layer_met2.png
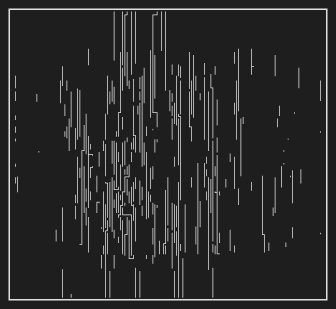
congestion.png
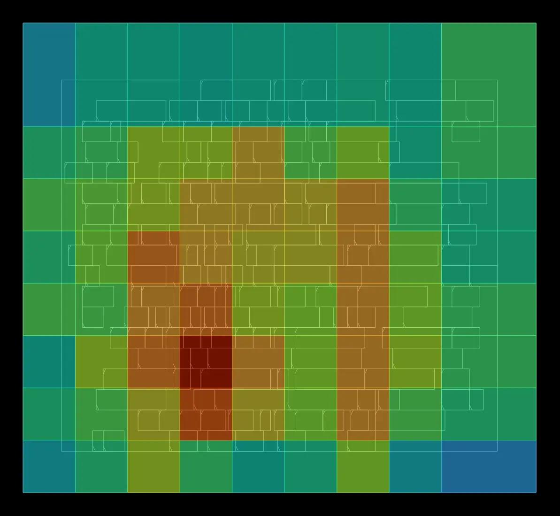
cell_density.png
The bar under the picture is 20 µm long. 7 x 6 tiles, from black (low) to pale yellow (high), 0 to 100% covered.
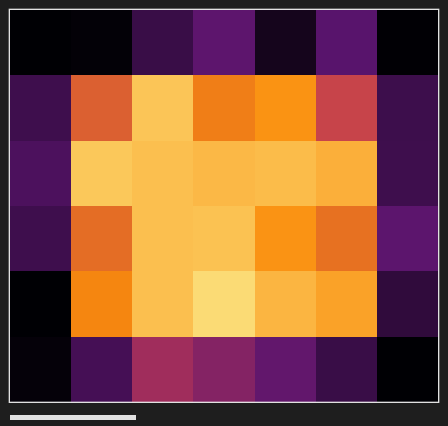
layer_met1.png
The bar under the picture is 20 µm long.
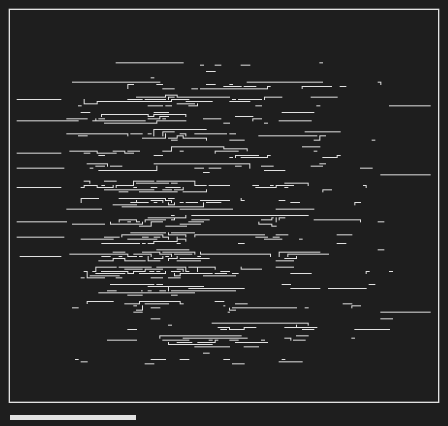
`config.mk`:
```
export PLATFORM = sky130hd
export DESIGN_NAME = pipe_control
export DESIGN_NICKNAME = d
export VERILOG_FILES = /design/src/rtl/pipe_control.sv
export SDC_FILE = /design/constraint.sdc
export NUM_CORES = 1
export LEC_CHECK = 0
export ABC_CLOCK_PERIOD_IN_PS = 2250
export CORE_ASPECT_RATIO = 0.9
export CORE_MARGIN = 5
export CORE_UTILIZATION = 46
export DETAILED_ROUTE_END_ITERATION = 16
export GPL_TIMING_DRIVEN = 0
export HOLD_SLACK_MARGIN = 0.02
export PLACE_DENSITY = 0.75
export SETUP_SLACK_MARGIN = 0.1
export SYNTH_ARGS = -nofsm -noshare
export SYNTH_HDL_FRONTEND = slang
export SYNTH_SLANG_ARGS = --single-unit
```
`constraint.sdc`:
```
create_clock -name clk -period 2.25 [get_ports clk]
set_input_delay 0.3375 -clock clk [delete_from_list [all_inputs] [get_ports clk]]
set_output_delay 0.3375 -clock clk [all_outputs]
set_load 0.005 [all_outputs]
```
`src/rtl/pipe_control.sv`:
```
// Pipelined control for the 4-bit-opcode core: ID decode, EX/MEM/WB control
// stage registers, load-use stall, multi-cycle memory hold and EX branch flush.
module pipe_control #(
  parameter int unsigned OPW     = 4,
  parameter int unsigned ALUOPW  = 5,
  parameter int unsigned RAW     = 4,
  parameter int unsigned MEM_LAT = 1
) (
  input  logic              clk,
  input  logic              rst_n,
  input  logic              id_valid,
  input  logic [OPW-1:0]    id_opcode,
  input  logic [RAW-1:0]    id_rs,
  input  logic [RAW-1:0]    id_rt,
  input  logic [RAW-1:0]    id_rd,
  input  logic              ex_zero,
  output logic              id_ready,
  output logic              ex_valid,
  output logic              ex_alusrc,
  output logic [ALUOPW-1:0] ex_aluop,
  output logic              ex_regdst,
  output logic              mem_valid,
  output logic              mem_memwrite,
  output logic              mem_memsrc,
  output logic              wb_valid,
  output logic              wb_regwrite,
  output logic              wb_memtoreg,
  output logic [RAW-1:0]    wb_dst,
  output logic              br_taken,
  output logic              illegal
);

  localparam int unsigned    CNTW      = 4;
  localparam logic [CNTW-1:0] HOLD_LAST = CNTW'(MEM_LAT - 1);

  // Control bundle carried from ID into EX; later stages keep only what they use.
  typedef struct packed {
    logic              alusrc;
    logic [ALUOPW-1:0] aluop;
    logic              regdst;
    logic              regwrite;
    logic              memtoreg;
    logic              memwrite;
    logic              memsrc;
    logic              bez;
    logic              bnz;
    logic              lw;
    logic              memop;
    logic [RAW-1:0]    dst;
  } ctrl_t;

  ctrl_t           dec;
  logic            dec_illegal;
  logic            reads_rs;
  logic            reads_rt;
  logic            op_hi_zero;
  logic [3:0]      op_lo;

  ctrl_t           ex_c;
  logic            mem_regwrite;
  logic            mem_memtoreg;
  logic            mem_memop;
  logic [RAW-1:0]  mem_dst;
  logic [CNTW-1:0] hold_cnt;

  logic            mem_hold;
  logic            src_hit;
  logic            load_use;
  logic            accept;

  assign op_hi_zero = ((id_opcode >> 4) == '0);
  assign op_lo      = id_opcode[3:0];

  // Opcode decode; anything undefined yields the NOP bundle and flags illegal.
  always_comb begin
    dec         = '0;
    dec_illegal = 1'b0;
    reads_rs    = 1'b0;
    reads_rt    = 1'b0;
    if (op_hi_zero) begin
      unique case (op_lo)
        4'h0: ;
        4'h1: begin dec.aluop = ALUOPW'(2);  dec.regdst = 1'b1; dec.regwrite = 1'b1; reads_rs = 1'b1; reads_rt = 1'b1; end
        4'h2: begin dec.aluop = ALUOPW'(2);  dec.alusrc = 1'b1; dec.regwrite = 1'b1; reads_rs = 1'b1; end
        4'h3: begin dec.aluop = ALUOPW'(14); dec.regdst = 1'b1; dec.regwrite = 1'b1; reads_rs = 1'b1; reads_rt = 1'b1; end
        4'h4: begin dec.aluop = ALUOPW'(0);  dec.regdst = 1'b1; dec.regwrite = 1'b1; reads_rs = 1'b1; reads_rt = 1'b1; end
        4'h5: begin dec.aluop = ALUOPW'(1);  dec.regdst = 1'b1; dec.regwrite = 1'b1; reads_rs = 1'b1; reads_rt = 1'b1; end
        4'h6: begin dec.aluop = ALUOPW'(15); dec.regdst = 1'b1; dec.regwrite = 1'b1; reads_rs = 1'b1; reads_rt = 1'b1; end
        4'h8: begin
          dec.regdst = 1'b1; dec.regwrite = 1'b1; dec.memtoreg = 1'b1;
          dec.lw = 1'b1; dec.memop = 1'b1; reads_rs = 1'b1;
        end
        4'h9: begin dec.memwrite = 1'b1; dec.memop = 1'b1; reads_rs = 1'b1; reads_rt = 1'b1; end
        4'hA: begin dec.memwrite = 1'b1; dec.memsrc = 1'b1; dec.memop = 1'b1; reads_rs = 1'b1; end
        4'hC: begin dec.bez = 1'b1; reads_rs = 1'b1; end
        4'hD: begin dec.bnz = 1'b1; reads_rs = 1'b1; end
        default: dec_illegal = 1'b1;
      endcase
    end else begin
      dec_illegal = 1'b1;
    end
    dec.dst = dec.regdst ? id_rd : id_rt;
  end

  // Hazard resolution: memory hold outranks branch flush, which outranks load-use.
  always_comb begin
    mem_hold = mem_valid & mem_memop & (hold_cnt < HOLD_LAST);
    br_taken = ex_valid & ((ex_c.bez & ex_zero) | (ex_c.bnz & ~ex_zero)) & ~mem_hold;
    src_hit  = (reads_rs & (id_rs == ex_c.dst)) | (reads_rt & (id_rt == ex_c.dst));
    load_use = ex_valid & ex_c.lw & id_valid & src_hit & ~mem_hold & ~br_taken;
    id_ready = ~mem_hold & ~load_use;
    accept   = id_valid & id_ready;
  end

  // Stage registers: freeze ID/EX/MEM while MEM is held, bubble into WB.
  always_ff @(posedge clk or negedge rst_n) begin
    if (!rst_n) begin
      ex_valid     <= 1'b0;
      ex_c         <= '0;
      mem_valid    <= 1'b0;
      mem_regwrite <= 1'b0;
      mem_memtoreg <= 1'b0;
      mem_memwrite <= 1'b0;
      mem_memsrc   <= 1'b0;
      mem_memop    <= 1'b0;
      mem_dst      <= '0;
      wb_valid     <= 1'b0;
      wb_regwrite  <= 1'b0;
      wb_memtoreg  <= 1'b0;
      wb_dst       <= '0;
      hold_cnt     <= '0;
      illegal      <= 1'b0;
    end else begin
      illegal <= accept & dec_illegal;
      if (mem_hold) begin
        hold_cnt    <= hold_cnt + CNTW'(1);
        wb_valid    <= 1'b0;
        wb_regwrite <= 1'b0;
        wb_memtoreg <= 1'b0;
        wb_dst      <= '0;
      end else begin
        hold_cnt    <= '0;
        wb_valid    <= mem_valid;
        wb_regwrite <= mem_regwrite;
        wb_memtoreg <= mem_memtoreg;
        wb_dst      <= mem_dst;
        // A taken branch moves on as an empty bundle.
        mem_valid    <= ex_valid;
        mem_regwrite <= ex_c.regwrite & ~br_taken;
        mem_memtoreg <= ex_c.memtoreg & ~br_taken;
        mem_memwrite <= ex_c.memwrite & ~br_taken;
        mem_memsrc   <= ex_c.memsrc & ~br_taken;
        mem_memop    <= ex_c.memop & ~br_taken;
        mem_dst      <= br_taken ? '0 : ex_c.dst;
        if (accept && !br_taken) begin
          ex_valid <= 1'b1;
          ex_c     <= dec;
        end else begin
          ex_valid <= 1'b0;
          ex_c     <= '0;
        end
      end
    end
  end

  assign ex_alusrc = ex_c.alusrc;
  assign ex_aluop  = ex_c.aluop;
  assign ex_regdst = ex_c.regdst;

endmodule

```
==> reports/metrics.csv <==
stage;metric;value;unit
yosys;# Cells Yosys;115;
timing;skew final;0.01187;ns
timing;Final setup viols;0;
timing;Max Fclk;446.0;MHz
clock_network;# hold bufs at CTS;0;
place;GPL Wtd Cong;0.7721;
worst_setup_path;CP max FO;2;
clock_network;# resized after CTS;15;
yosys;Synth Seq Share;0.5995;
timing;RSZ-0062 raised after global routing;yes;
clock_network;Setup Buffers After CTS;5;
die;die area;0.004191;mm²
clock_network;TritonCTS Buffers;5;
die;cell row count;18;
timing;final hold viol count;0;
place;buffers added on ports;37;
layout;dominant logic cell type in the layout;dfrtp_1;
status;status;completed;
yosys;cell taking the most area after synthesis;dfrtp_1;
layout;number of flip-flops in the largest register;10;
worst_setup_path;Reg2Reg Setup Slack;0.44;ns
worst_setup_path;Critical Path End;id_ready;
global_route;first-pass GRT wire length;4312;µm
layout;Top cells excl fill/tap;dfrtp_1 (33), clkdlybuf4s50_1 (30), buf_4 (15), and2_1 (9);
die;FP Util;0.4893;
timing;Slew Limit Fails;0;
route;Final ANT Viol Nets;0;
place;HPWL Detailed;1924;µm
job;tool warnings;28;
route;wirelength, routed;2681;µm
die;Die X;67.69;µm
layout;Top Registers;ex_c: 10 flops, mem_dst: 4 flops, wb_dst: 4 flops;
global_route;largest net degree at the start of global routing;34;
layout;layout cells sized above 1;0.2071;
global_route;number of global-route vias before repair;984;
About layer_met2.png:
The layer holds 49% of the routed length. The wires run mostly vertical. 158 nets have wire on it.

About congestion.png:
M2 GR Usage: 0.2219
total track usage: 0.1446
GR Util met3: 0.03237
Post-Route Utilization: 0.6973
GR Util met1: 0.1854

About cell_density.png:
14% of the tiles are nearly empty. The fullest tile reaches 92%. The densest ninth of the die: centre. 33% of the tiles are over 75% full. The mean over all tiles is 46%.

About layer_met1.png:
The layer carries 1160 µm of wire. The wires run mostly horizontal. The layer holds 43% of the routed length.

==> cell families after synthesis <==
kind of cell | synth area share
simple gates | 0.2026
flops | 0.5995
compound gates | 0.03270
other cells | 0.002722
mux | 0.03724
xor+xnor | 0.05722
fa+ha+maj | 0.008174
buf+inv | 0.05995
==> critical path: stages, from the launching register on <==
cell      delay [ns]
dfrtp_1         0.41
buf_4           0.14
xor2_1          0.15
nor3_1          0.15
nand4_1         0.17
a211oi_4        0.28
buf_6           0.14
inv_2           0.03
buf_6           0.10
==> power by group <==
| group | switching [mW] | internal [mW] | total (mW) |
|---|---|---|---|
| sequential | 0.0121 | 0.623 | 0.635 |
| combinational | 0.0756 | 0.101 | 0.176 |
| clock | 0.185 | 0.265 | 0.450 |
| total | 0.273 | 0.989 | 1.26 |
==> metrics by stage <==
step                hold slack [ns]  setup TNS [ns]
floorplan                   0.04191               0
finish                      0.05480               0
global placement             0.3316          -2.766
detailed placement           0.3347          -3.101
global route                 0.1095        -0.09766
CTS                          0.2911               0
==> area by class of cell <==
| class | instances | area [µm²] | area share |
|---|---|---|---|
| sequential | 33 | 825.8 | 0.4207 |
| multi-input combinational | 70 | 491.7 | 0.2505 |
| timing repair buffer | 46 | 427.9 | 0.2180 |
| buffer | 10 | 75.07 | 0.03824 |
| clock buffer | 7 | 55.05 | 0.02804 |
| tap | 40 | 50.05 | 0.02549 |
| clock inverter | 1 | 30.03 | 0.01530 |
| inverter | 2 | 7.507 | 0.003824 |
==> per-layer routing <==
layer	routed length, µm	track usage	vias to the layer above	part of all wire
li1	-	-	495	-
met3	162	0.03237	4	0.060
met4	57	0.09538	0	0.021
met5	0	0	-	0
met1	1160	0.1854	483	0.43
met2	1301	0.2219	40	0.49
Power figures rest on the tool's default switching activity, not on a simulated workload.
